Fig. 1: run 1, where the registers sit
Other sequential cells in the stronger gray, the rest of the logic in the fainter gray.
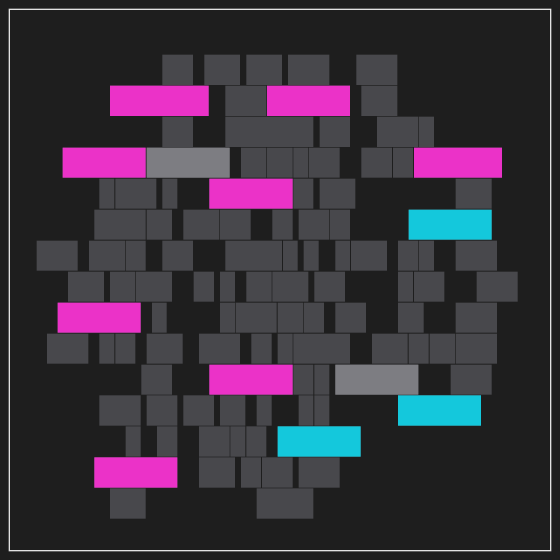
Fig. 2: run 1, local utilization
The die is cut into 9 by 9 equal tiles; black is low, pale yellow is high, 0 to 100% covered.
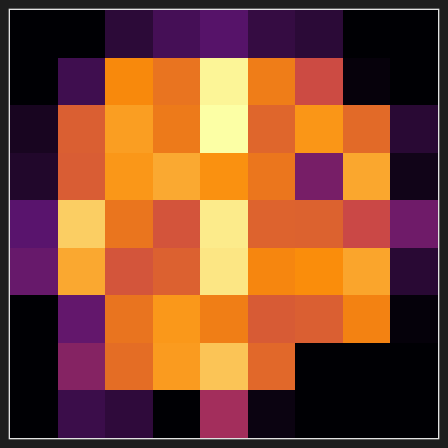
Fig. 3: run 1, track usage over the die
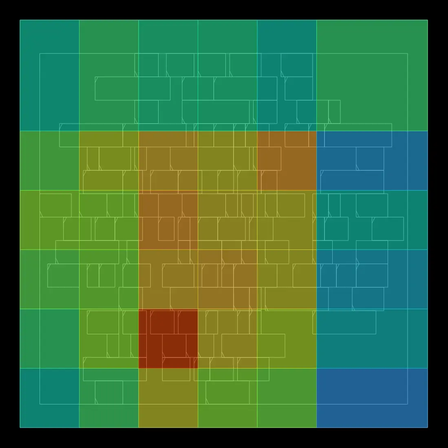
Fig. 4: run 1, placed cells, one color a class
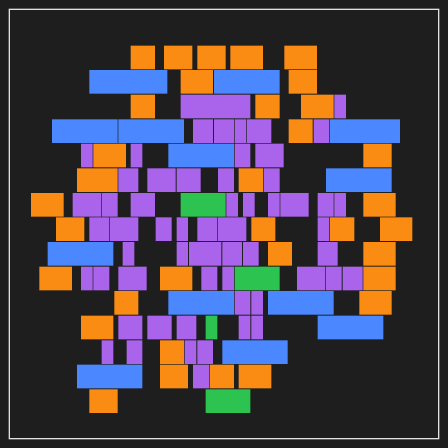
## config.mk

```make
export PLATFORM = sky130hd
export DESIGN_NAME = jreq_encoder
export DESIGN_NICKNAME = d
export VERILOG_FILES = /design/src/rtl/jreq_encoder.sv
export SDC_FILE = /design/constraint.sdc
export NUM_CORES = 1
export LEC_CHECK = 0
export CORE_MARGIN = 2
export CORE_UTILIZATION = 32
export CTS_BUF_LIST = sky130_fd_sc_hd__clkbuf_8
export CTS_CLUSTER_DIAMETER = 80
export DETAILED_ROUTE_END_ITERATION = 10
export PLACE_DENSITY_LB_ADDON = 0.2
export SLEW_MARGIN = 20
export SYNTH_ARGS = -nofsm -noshare
export SYNTH_HDL_FRONTEND = slang
export SYNTH_SLANG_ARGS = --single-unit
```

## constraint.sdc

```tcl
create_clock -name wclk -period 1.5 [get_ports wclk]
set_input_delay 0.225 -clock wclk [delete_from_list [all_inputs] [get_ports wclk]]
set_output_delay 0.225 -clock wclk [all_outputs]
set_load 0.02 [all_outputs]
```

## src/rtl/jreq_encoder.sv

```systemverilog
// Request-to-index encoder: latches request lines into a pending register and
// offers one pending index per handshake. Define JREQ_ENCODER_RR_EN for round-robin selection.
module jreq_encoder #(
  parameter int N = 8,
  parameter int M = 3
) (
  input  logic         wclk,
  input  logic         wrst_n,
  input  logic [N-1:0] bis,
  input  logic         wack,
  output logic [M-1:0] bos,
  output logic         wvalid,
  output logic [N-1:0] wpend,
  output logic         wovf
);

  localparam logic [0:0] ST_IDLE  = 1'b0;
  localparam logic [0:0] ST_OFFER = 1'b1;

  logic [0:0]   r_state;
  logic [N-1:0] r_pend;
  logic [M-1:0] r_bos;
  logic         r_ovf;

  logic         w_load;
  logic         w_any;
  logic         w_do_load;
  logic [M-1:0] w_sel;
  logic [N-1:0] w_clr;
  logic [N-1:0] w_pend_next;
  logic         w_ovf_hit;

  function automatic logic [M-1:0] lowest_set(input logic [N-1:0] v);
    lowest_set = '0;
    for (int i = N - 1; i >= 0; i--) begin
      if (v[i]) lowest_set = M'(i);
    end
  endfunction

  assign w_any     = |r_pend;
  assign w_load    = (r_state == ST_IDLE) || wack;
  assign w_do_load = w_load && w_any;

`ifdef JREQ_ENCODER_RR_EN
  logic [M-1:0] r_ptr;
  logic [N-1:0] w_hi_mask;
  logic [N-1:0] w_masked;

  // Candidates strictly above the last loaded index are tried first, then wrap.
  generate
    for (genvar gi = 0; gi < N; gi++) begin : g_mask
      assign w_hi_mask[gi] = (M'(gi) > r_ptr);
    end
  endgenerate

  assign w_masked = r_pend & w_hi_mask;
  assign w_sel    = (|w_masked) ? lowest_set(w_masked) : lowest_set(r_pend);

  always_ff @(posedge wclk) begin
    if (!wrst_n) begin
      r_ptr <= M'(N - 1);
    end else if (w_do_load) begin
      r_ptr <= w_sel;
    end
  end
`else
  assign w_sel = lowest_set(r_pend);
`endif

  generate
    for (genvar gi = 0; gi < N; gi++) begin : g_clr
      assign w_clr[gi] = w_do_load && (w_sel == M'(gi));
    end
  endgenerate

  // A fresh request on a bit being cleared this edge keeps the bit set.
  assign w_pend_next = (r_pend & ~w_clr) | bis;
  assign w_ovf_hit   = |(bis & r_pend & ~w_clr);

  always_ff @(posedge wclk) begin
    if (!wrst_n) begin
      r_state <= ST_IDLE;
      r_pend  <= '0;
      r_bos   <= '0;
      r_ovf   <= 1'b0;
    end else begin
      r_pend <= w_pend_next;
      if (w_ovf_hit) r_ovf <= 1'b1;
      if (w_load) begin
        if (w_any) begin
          r_bos   <= w_sel;
          r_state <= ST_OFFER;
        end else begin
          r_state <= ST_IDLE;
        end
      end
    end
  end

  assign bos    = r_bos;
  assign wvalid = (r_state == ST_OFFER);
  assign wpend  = r_pend;
  assign wovf   = r_ovf;

endmodule

```

==> run notes, run 1 <==
fresh numbers from the pnr run: cell count after synthesis=about 72, final hold violation count=0, dominant register cell in the synthesized netlist=sky130_fd_sc_hd__dfxtp_1, antenna violations before repair=0, Crit path depth=1, share of cells above drive strength 1=about a fifth, post-synthesis to final-layout area growth=64.1%, timing endpoint of the critical path=wvalid, commonest cells in the synthesized netlist=13 x sky130_fd_sc_hd__dfxtp_1, 11 x sky130_fd_sc_hd__nor2_1, 10 x sky130_fd_sc_hd__a21oi_1, H-tree lvl count=1, post-CTS clock slew at the launch and capture registers of the worst setup and hold paths=approximately 0.06 ns, number of max-cap violations=0, unrepaired setup endpoints after global routing=yes, average size of a mapped cell=between 8 and 9 um^2, share of the synthesized area in the top cell type=approximately 43%, IR Drop Worst-Case VDD=~0.0005 V, post-synth tally of flip-flops with integrated enable=0, routed via count divided by cell count=between 4 and 5, First-pass DRT Iterations=4, Hold Path Sink=bos[0]$_SDFFE_PN0P_, outcome=complete, no violations, Top-Level Pins=24, clock insertion delay at the later pin of the skew report=between 0.2 and 0.3 ns, critical path capture point type=primary output, Final Slew Violations=0, Worst R2R Setup Slack=0.08 ns, count of input and output buffers=23, R2R cell count=5, largest fanout of any net on the critical path=3, CP top delay family=buffers and inverters, cell type with the highest aggregate area in the netlist=sky130_fd_sc_hd__dfxtp_1, number of buffers on the longest clock path=2, fmax=between 0.6 and 0.7 GHz, crit path max-delay cell type=sky130_fd_sc_hd__clkdlybuf4s50_1, Cell Area, Synth=603 um^2, post-layout period usage of the worst path=a little over nine tenths, GR met3 Demand/Resource=approximately 2.6%, met1 global-route usage=between 20% and 30%, total number of nets in the final design=121, die x size=47.4 um, final period demand of the worst path=~1.4 ns, count of synthesis-stage warnings from yosys=0, chip height=about 47 um, final total negative setup slack=0 ns, post-route setup slack=~0.069 ns, power density over the cells=971 mW/mm^2, final global-route overflow total=0, clock sink total=13, weighted congestion reported at the end of routability-driven placement=between 0.7 and 0.8, Starting DRT DRC Count=14, setup slack after placement=-0.230 ns, first-pass GRT wire length=2.50 mm, metal2 WL=roughly 670 um, CTS Buf Count=3, instance area at placement=around 920 um^2, total detailed-routing wirelength=around 1.5 mm, startpoint of the most critical register-to-register path=wpend[2]$_SDFF_PN0_, post-route insts no fill=134, GR peak layer=met1, PnR Total Power=around 960 uW, post-synthesis sequential area ratio=between 40% and 50%, quantity of hold-fixing buffers added after cts=0, Final Setup Violations=0, via count of the first global-routing pass=around 560, HPWL after detailed placement=between 1 and 1.5 mm, met3 wire len=approximately 83 um, most common cell in the synthesized netlist=sky130_fd_sc_hd__dfxtp_1, CP peak stage delay=between 0.6 and 0.7 ns, reg2reg end=wpend[7]$_SDFF_PN0_, final worst hold slack=0.447 ns, post-synthesis cell type count=29, antenna viol nets, final=0, antenna cells=0, startpoint type of the worst setup path=flop, Chip Area, Yosys=a little over 600 um^2
Back to the opening pictures, Fig. 1:
bos -> cyan  # placed flops 3
wpend -> magenta  # placed flops 8

Back to the opening pictures, Fig. 2:
tiles over 75% full = 21%
densest ninth of the die = center
nearly empty tiles = 22%
fullest tile = 100%
core region area: 0.00175 mm^2
utilization after layout: 56.7%
share of the core filled by cells before placement: 34.6%

Back to the opening pictures, Fig. 3:
grt met2 use: 22.7%
All-Layer GR Usage: 16.1%
final routed wire length divided by cell count: 11.5 um

Back to the opening pictures, Fig. 4:
clock drivers and dummy loads -> green  # cells 4
registers -> blue  # cells 13
remaining buffers and delay cells -> orange  # cells 34
remaining logic cells -> purple  # cells 58
count of standard-cell rows: 15
flop share of the area: 26.8%
Final Instance Area: 990 um^2

run 1: cell usage in the layout, fill, tap and decap left out, types with 2 or more instances in the layout:
cell type,instances
sky130_fd_sc_hd__nor2b_1,2
sky130_fd_sc_hd__o21ai_1,2
sky130_fd_sc_hd__buf_4,11
sky130_fd_sc_hd__a31oi_1,3
sky130_fd_sc_hd__clkbuf_8,3
sky130_fd_sc_hd__nor2_1,11
sky130_fd_sc_hd__dfxtp_1,11
sky130_fd_sc_hd__inv_1,5
sky130_fd_sc_hd__o21ai_0,2
sky130_fd_sc_hd__o21a_1,2
sky130_fd_sc_hd__dlygate4sd2_1,7
sky130_fd_sc_hd__clkdlybuf4s50_1,15
sky130_fd_sc_hd__nand2_1,3
sky130_fd_sc_hd__a21oi_1,9
run 1: cell type report:
class | instances | area [um^2]
clock buffers | 3 | 41.3
clock inverters | 1 | 3.75
fillers | 173 | 756
inverters | 5 | 18.8
multi-input cells | 53 | 323
flip-flops and latches | 13 | 265
well taps | 25 | 31.3
repair buffers | 34 | 307
run 1: power breakdown:
part	internal, uW	total [uW]	switching, uW
Clock	181	313	132
Combinational	127	246	118
Sequential	374	402	28.0
run 1: cells by family (layout without fill, tap and decap cells):
kind of cell	count (synthesis)	after routing	share of synthesized area (%)
simple gates	25	25	22.8
buf+inv	6	43	4.36
flops	13	13	43.2
compound gates	28	28	29.7
run 1: flip-flops by register name, summed over array words and instances (netlist names):
signal,cells
bos,3
wovf,1
wpend,8
wvalid,1
run 1: what timing repair did:
| action | in CTS | in global routing |
|---|---|---|
| setup endpoints to repair | 7 | 4 |
| pin swaps | 0 | 6 |
| buffers inserted | 0 | 2 |
| gates resized | 7 | 6 |
==> run 2, diff against run 1 <==
Settings changed: CORE_UTILIZATION 32 to 30.
==> run 2 against run 1 <==
  * Via count grew 1.1%
  * Sequential share of layout area shrank 0.35 points
  * Non-clock buffer count is the same
  * Worst hold slack lost 0.0018 ns
  * Count of clock-buffer cells in the layout is the same
  * Largest cell class unchanged
==> run notes, run 2 <==
fresh numbers from the pnr run: CP peak stage delay=0.37 ns (-0.24 ns), post-synth tally of flip-flops with integrated enable=0 (unchanged), post-synthesis sequential area ratio=43.2% (unchanged), highest-count cells in the layout ignoring fill and taps=15 x sky130_fd_sc_hd__clkdlybuf4s50_1, 12 x sky130_fd_sc_hd__dfxtp_1, 11 x sky130_fd_sc_hd__nor2_1, 11 x sky130_fd_sc_hd__buf_4, 10 x sky130_fd_sc_hd__a21oi_1, total detailed-routing wirelength=1.51 mm (-2.2%), number of buffers on the longest clock path=2 (unchanged), reg2reg end=wovf$_SDFFE_PN0P_, Chip Area, Yosys=603 um^2 (unchanged), count of synthesis-stage warnings from yosys=0 (unchanged), Worst R2R Setup Slack=0.06 ns (-0.02 ns), dominant register cell in the synthesized netlist=sky130_fd_sc_hd__dfxtp_1, post-layout period usage of the worst path=95.7% (+0.31 points), clock sink total=13 (unchanged), number of flip-flops in the largest register=8 (unchanged), Starting DRT DRC Count=12 (-2), number of max-cap violations=0 (unchanged), Top-Level Pins=24 (unchanged), Int Pwr=683 uW (+0.18%), maximum number of pins on one net before global-route repair=11, total number of nets in the final design=121 (unchanged), worst slew slack as a fraction of its limit=between 70% and 80%, Hold Path Sink=bos[0]$_SDFFE_PN0P_, post-synthesis cell type count=29 (unchanged), timing endpoint of the critical path=wovf$_SDFFE_PN0P_, most common logic cell in the routed design=sky130_fd_sc_hd__clkdlybuf4s50_1, weighted congestion reported at the end of routability-driven placement=0.812 (+2.3%), critical path data arrival time=between 1.5 and 2 ns, First-pass DRT Iterations=4 (unchanged), Worst Setup SP=wpend[0]$_SDFF_PN0_, startpoint of the most critical register-to-register path=wpend[0]$_SDFF_PN0_, startpoint type of the worst setup path=flop, clock insertion delay at the later pin of the skew report=0.24 ns (about the same), average size of a mapped cell=8.38 um^2 (unchanged), Final Setup Violations=0 (unchanged), category of the most critical setup path=flop to flop, core region area=0.00192 mm^2 (+10%), vias after detailed routing=approximately 650, commonest cells in the synthesized netlist=13 x sky130_fd_sc_hd__dfxtp_1, 11 x sky130_fd_sc_hd__nor2_1, 10 x sky130_fd_sc_hd__a21oi_1, DRC viols=0, largest fanout of any net on the critical path=6 (+3), cell type with the highest aggregate area in the netlist=sky130_fd_sc_hd__dfxtp_1, via count of the first global-routing pass=596 (+6.8%), final global-route overflow total=0 (unchanged), die footprint=about 0.0024 mm^2, combined flip-flop and latch cell area=262 um^2 (-1.4%), ordered cell list for the critical path=nor4_4, nand2_2, a21o_1, a32oi_1, a31oi_1, share of the synthesized area in the top cell type=43.2% (unchanged), type of the worst min-delay path=flop to flop, unrepaired setup endpoints after global routing=yes, worst setup skew after layout=between 0.004 and 0.005 ns, power density over the cells=961 mW/mm^2 (-1.1%), Yosys Instances=approximately 72, crit path max-delay cell type=sky130_fd_sc_hd__nor4_4, chip height=48.8 um (+3.0%), HPWL after detailed placement=1.17 mm (+0.99%), filler instances=206 (+19%), Net Switching=266 uW (-4.5%), post-CTS clock slew at the launch and capture registers of the worst setup and hold paths=0.06 ns (about the same), final total negative setup slack=0 ns (unchanged), count of input and output buffers=23 (unchanged), antenna violations before repair=0 (unchanged), relative contribution of combinational cells to total power=25.8% (+0.2 points), CP required=roughly 1.6 ns, cell count after synthesis=72 (unchanged), PnR Total Power=950 uW (-1.2%), OpenROAD warnings=27, outcome=complete, no violations, Final Slew Violations=0 (unchanged), slew of the pin with the lowest slew margin=roughly 0.35 ns, count of standard-cell rows=16 (+1), clock tree from TritonCTS=done, buffer cell driving the clock tree root=sky130_fd_sc_hd__clkbuf_8, most common cell in the synthesized netlist=sky130_fd_sc_hd__dfxtp_1, CTS Buf Count=3 (unchanged), IR Drop Worst-Case VDD=0.000552 V (+12%), final period demand of the worst path=1.44 ns (+0.00472 ns), static leakage power=0.000433 uW, final hold violation count=0 (unchanged), fraction of power spent switching nets=28.0% (-0.97 points), Min-Delay Startpoint=bos[0]$_SDFFE_PN0P_, async set or reset register ratio after synthesis=0%, critical path capture point type=flop, antenna viol nets, final=0 (unchanged), Cell Area, Synth=603 um^2 (unchanged), H-tree lvl count=1 (unchanged), post-route setup slack=0.0638 ns (-0.00472 ns), routed via count divided by cell count=4.78 (-0.40%), cell types occupying the most area after synthesis=sky130_fd_sc_hd__dfxtp_1 43%, sky130_fd_sc_hd__a21oi_1 8.3%, sky130_fd_sc_hd__nor2_1 6.8%, clock network fraction of total power=31.7% (-0.9 points), R2R cell count=5 (unchanged), share of cells above drive strength 1=17.4% (-1.8 points), quantity of hold-fixing buffers added after cts=0 (unchanged), post-synthesis to final-layout area growth=63.9%, Floorplan Nets=83, total of flip-flops plus latches after synthesis=13, first-pass GRT wire length=2.57 mm (+2.5%), part of the total power dissipated in sequential elements=42.6% (+0.8 points), Multi-input gate area=319 um^2 (-1.2%), setup slack after placement=-0.236 ns (-0.00574 ns), fmax=0.696 GHz (-0.33%), final routed wire length divided by cell count=11.1 um (-3.6%), die x size=48.8 um (+3.0%), Min-Delay Path Depth=2, antenna cells=0 (unchanged), share of the core filled by cells before placement=31.4% (-3.2 points)
## run 2: timing repair
| action | CTS | global route |
|---|---|---|
| pin swaps | 1 | 2 |
| gates cloned | 0 | 0 |
| buffers inserted | 0 | 1 |
| resized | 6 | 4 |
| endpoints found under the setup margin | 9 | 4 |
## run 2: cell type report
type	count	area share, %
clock buffers	3	4.18
clock inverters	1	0.380
inverters	5	1.90
multi-input cells	53	32.3
flip-flops and latches	13	26.5
well taps	27	3.42
repair buffers	34	31.4
## run 2: metal layers
layer  up-vias  track usage (%)  wire length (um)
li1        334                -                 -
met1       292             16.9               722
met2        22             22.6               683
met3         2             3.68                90
met4         0             7.14                13
met5         -                0                 0
## run 2: power by group through the flow
stage / Sequential (uW) / Clock [uW] / Combinational, uW
2_1_floorplan: 441 / 0 / 90.3
3_3_place_gp: 411 / 0 / 249
3_5_place_dp: 411 / 0 / 250
4_1_cts: 404 / 311 / 243
5_1_grt: 409 / 335 / 265
6_report: 404 / 301 / 245
## run 2: kinds of logic (layout without fill, tap and decap cells)
kind of cell    count (synthesis)  after routing  share of synthesized area [%]
simple gates                   25             25                           22.8
buf+inv                         6             43                           4.36
compound gates                 28             28                           29.7
flops                          13             13                           43.2
## run 2: per-stage QoR
stage / util (%) / cell area [um^2] / cells / hold slack, ns
3_3_place_gp: 48.6 / 935 / 131 / 0.442
4_1_cts: 50.6 / 972 / 135 / 0.449
3_5_place_dp: 48.6 / 935 / 131 / 0.441
5_1_grt: 51.4 / 988 / 136 / 0.470
2_1_floorplan: - / 603 / 72 / 0.342
6_report: 51.4 / 988 / 136 / 0.445
## run 2: worst max-delay path, delay by kind of cell, from the launching register on
family / cells / cell delay [ns]
simple gates: 2 / 0.51
compound gates: 3 / 0.45
flops: 1 / 0.36
Fig. 5: run 2, sizing map
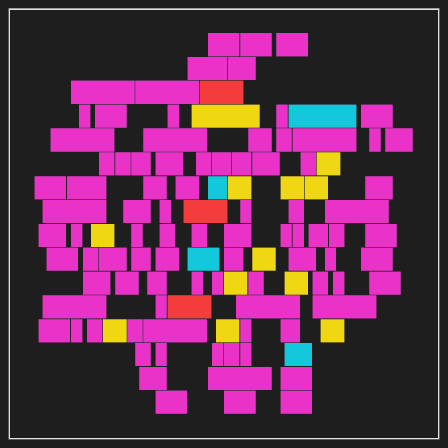
x1 and smaller -> magenta  # cells 90, most used clkdlybuf4s50_1
x2 -> cyan  # cells 4
x6 and larger -> red  # cells 3, most used clkbuf_8
x3 and x4 -> yellow  # cells 12, most used buf_4

Fig. 6: run 2, track usage over the die
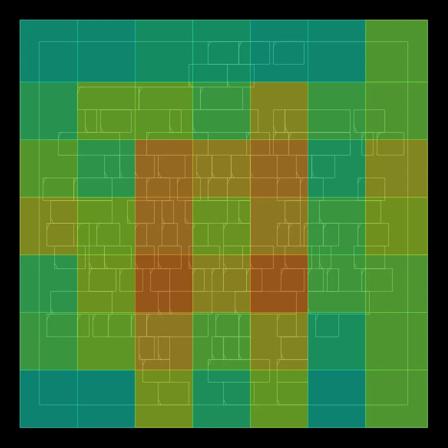
grt met2 use: 22.6%
GR met3 Demand/Resource: 3.68%
utilization after layout: 51.4%
All-Layer GR Usage: 13.9%
GR peak layer: met2

Fig. 7: run 2, placed cells, one color a class
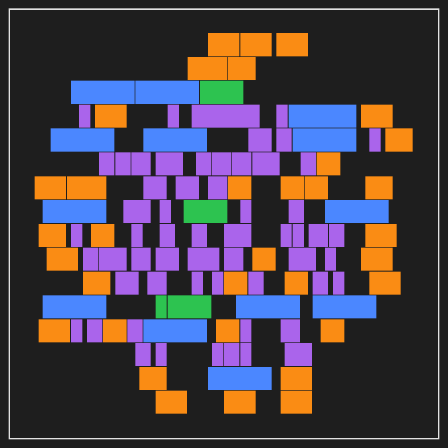
clock drivers and dummy loads -> green  # cells 4
remaining logic cells -> purple  # cells 58
remaining buffers and delay cells -> orange  # cells 34
registers -> blue  # cells 13

Fig. 8: run 2, local utilization
The die is cut into 10 by 10 equal tiles; black is low, pale yellow is high, 0 to 100% covered.
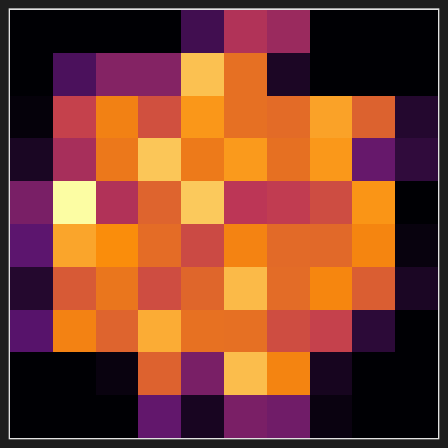

==> run 3, diff against run 2 <==
Settings changed: CORE_ASPECT_RATIO from default to 1.1, RECOVER_POWER from default to 50.
Fig. 9: run 3, local utilization
The die is cut into 9 by 10 equal tiles; black is low, pale yellow is high, 0 to 100% covered.
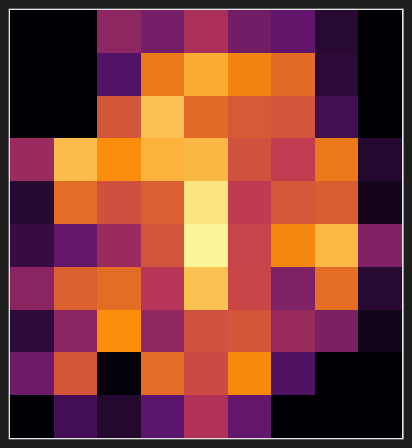
densest ninth of the die = center
nearly empty tiles = 18%
mean over tiles = 40%
fullest tile = 98%

Fig. 10: run 3, track usage over the die
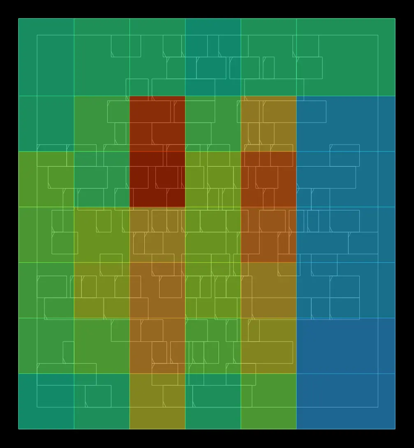
final routed wire length divided by cell count: 11.6 um
GR met3 Demand/Resource: 3.18%

Fig. 11: run 3, where the registers sit
Other sequential cells in the stronger gray, the rest of the logic in the fainter gray.
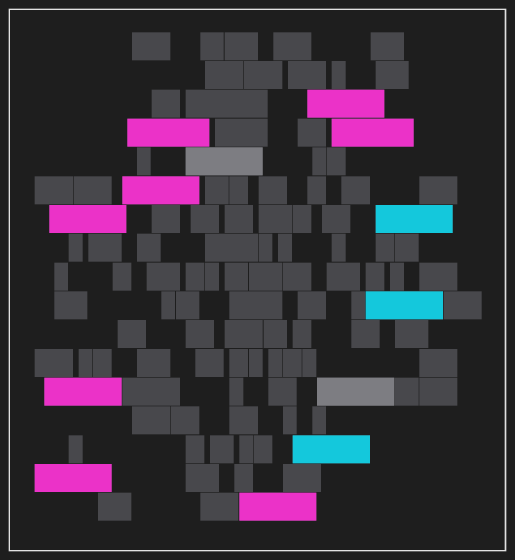
wpend -> magenta  # placed flops 8
bos -> cyan  # placed flops 3
not colored = 2
utilization after layout: 51.0%
flop share of the area: 26.3%

==> run 3 against run 2 <==
  * Wire length grew 6.0%
  * Total power rose by 1.1%
  * Worst setup slack better by 0.011 ns
  * Die area is essentially flat
  * Synthesized cell count unchanged
  * Register-to-register slack improved by 0.02 ns
  * Clock power barely moved
  * Synthesized area did not move
  * Cell area grew 0.89%
  * Sequential cell count unchanged
  * Worst hold slack hardly changed
  * Count of clock-buffer cells in the layout is the same
  * Critical path type is now flop to primary output
  * Critical endpoint is now wvalid
  * Largest power group unchanged
  * Highest routed layer unchanged
==> run notes, run 3 <==
fresh numbers from the pnr run: via count of the first global-routing pass=539 (-9.6%), critical path data arrival time=1.20 ns (-0.36 ns), number of max-cap violations=0 (unchanged), dominant register cell in the synthesized netlist=sky130_fd_sc_hd__dfxtp_1, cell types occupying the most area after synthesis=sky130_fd_sc_hd__dfxtp_1 43%, sky130_fd_sc_hd__a21oi_1 8.3%, sky130_fd_sc_hd__nor2_1 6.8%, H-tree lvl count=1 (unchanged), die x size=46.8 um (-4.3%), vias after detailed routing=637 (-2.0%), largest non-sequential cell family by area=AND-OR/OR-AND gates, CP required=1.27 ns (-0.35 ns), maximum number of pins on one net before global-route repair=11 (unchanged), HPWL after detailed placement=1.18 mm (+0.83%), share of synthesized area spent on multiplexers=0% (unchanged), Final Slew Violations=0 (unchanged), CP peak stage delay=0.61 ns (+0.24 ns), FA/HA/MAJ Cells, Area Fraction=0% (unchanged), Worst Path Buf+Inv=1 (+1), and-or/or-and share of the synthesized area=29.7% (unchanged), AND/OR/NAND/NOR Cells, Area Fraction=22.8% (unchanged), clock insertion delay at the later pin of the skew report=0.24 ns (about the same), Yosys Instances=72 (unchanged), slew of the pin with the lowest slew margin=0.376 ns (+0.0238 ns), post-synthesis to final-layout area growth=65.4%, number of buffers on the longest clock path=2 (unchanged), share of cells above drive strength 1=20.9% (+3.5 points), antenna cells=0 (unchanged), post-route insts no fill=138 (+1.5%), post-route setup slack=0.0747 ns (+0.0109 ns), number of flip-flops in the largest register=8 (unchanged), cell count after synthesis=72 (unchanged), outcome=complete, no violations, part of the total power dissipated in sequential elements=42.1% (-0.5 points), post-layout period usage of the worst path=95.0% (-0.73 points), final total negative setup slack=0 ns (unchanged), critical path capture point type=primary output, Final Setup Violations=0 (unchanged), buffer cell driving the clock tree root=sky130_fd_sc_hd__clkbuf_8, Int Pwr=687 uW (+0.46%), weighted congestion reported at the end of routability-driven placement=0.741 (-8.7%), category of the most critical setup path=flop to primary output, highest-count cells in the layout ignoring fill and taps=15 x sky130_fd_sc_hd__clkdlybuf4s50_1, 12 x sky130_fd_sc_hd__buf_4, 11 x sky130_fd_sc_hd__nor2_1, 11 x sky130_fd_sc_hd__dfxtp_1, 9 x sky130_fd_sc_hd__a21oi_1, cell type with the highest aggregate area in the netlist=sky130_fd_sc_hd__dfxtp_1, final global-route overflow total=0 (unchanged), crit path max-delay cell type=sky130_fd_sc_hd__clkdlybuf4s50_1, final hold violation count=0 (unchanged), die footprint=0.00239 mm^2 (about the same), largest fanout of any net on the critical path=3 (-3), static leakage power=0.000413 uW (-4.8%), clock network fraction of total power=31.4% (-0.3 points), Chip Area, Yosys=603 um^2 (unchanged), Top-Level Pins=24 (unchanged), total placed cells including tap cells=132 (+0.76%), antenna violations before repair=0 (unchanged), total detailed-routing wirelength=1.60 mm (+6.0%), setup slack after placement=-0.224 ns (+0.0116 ns), CTS Buf Count=3 (unchanged), count of standard-cell rows=17 (+1), instance area at placement=936 um^2 (+0.13%), antenna viol nets, final=0 (unchanged), grt met2 use=19.9% (-2.7 points), GR peak layer=met1, post-synthesis cell type count=29 (unchanged)
## run 3: cell counts after synthesis
No cell type changed its count.
## run 3: power groups by stage
stage	Sequential [uW]	Clock, uW	Combinational (uW)
after floorplan	441	0	90.3
after CTS	403	311	245
final	404	302	254
after global placement	410	0	251
after global routing	409	331	276
after detailed placement	410	0	252
## run 3: final cells by class
type	instances	area, um^2	share of cell area [%]
Multi-Input combinational cell	53	329	33.0
Timing Repair Buffer	35	307	30.7
Clock inverter	1	3.75	0.376
Inverter	5	18.8	1.88
Sequential cell	13	263	26.3
Clock buffer	3	41.3	4.14
Tap cell	28	35.0	3.51
## run 3: routing by layer
layer  up-vias  part of all wire (%)
met2        11                    46
met5         -                     0
met1       289                    50
li1        335                     -
met4         0                  0.81
met3         2                   3.1
## run 3: logic make-up after synthesis
group                  count (synthesis)
AND-OR/OR-AND                         28
buffers and inverters                  6
flip-flops                            13
AND/OR/NAND/NOR                       25
## run 3: timing repair
| item | CTS | global route |
|---|---|---|
| pin swaps | 0 | 6 |
| endpoints found under the setup margin | 6 | 5 |
| gates cloned | 0 | 0 |
| setup buffers | 0 | 2 |
| gates resized | 6 | 6 |
## run 3: path summary, 6_finish.rpt
check / slack, ns / from / cells past startpoint / endpoint
worst max register to register: 0.08 / wpend[2]$_SDFF_PN0_ / 5 / wovf$_SDFFE_PN0P_
worst min register to register: 0.44 / bos[0]$_SDFFE_PN0P_ / 2 / bos[0]$_SDFFE_PN0P_
worst max-delay path: 0.07 / wvalid$_SDFFE_PN0P_ / 1 / wvalid
worst min-delay path: 0.44 / bos[0]$_SDFFE_PN0P_ / 2 / bos[0]$_SDFFE_PN0P_
No activity file was given, so power comes from the tool's default toggle rates.
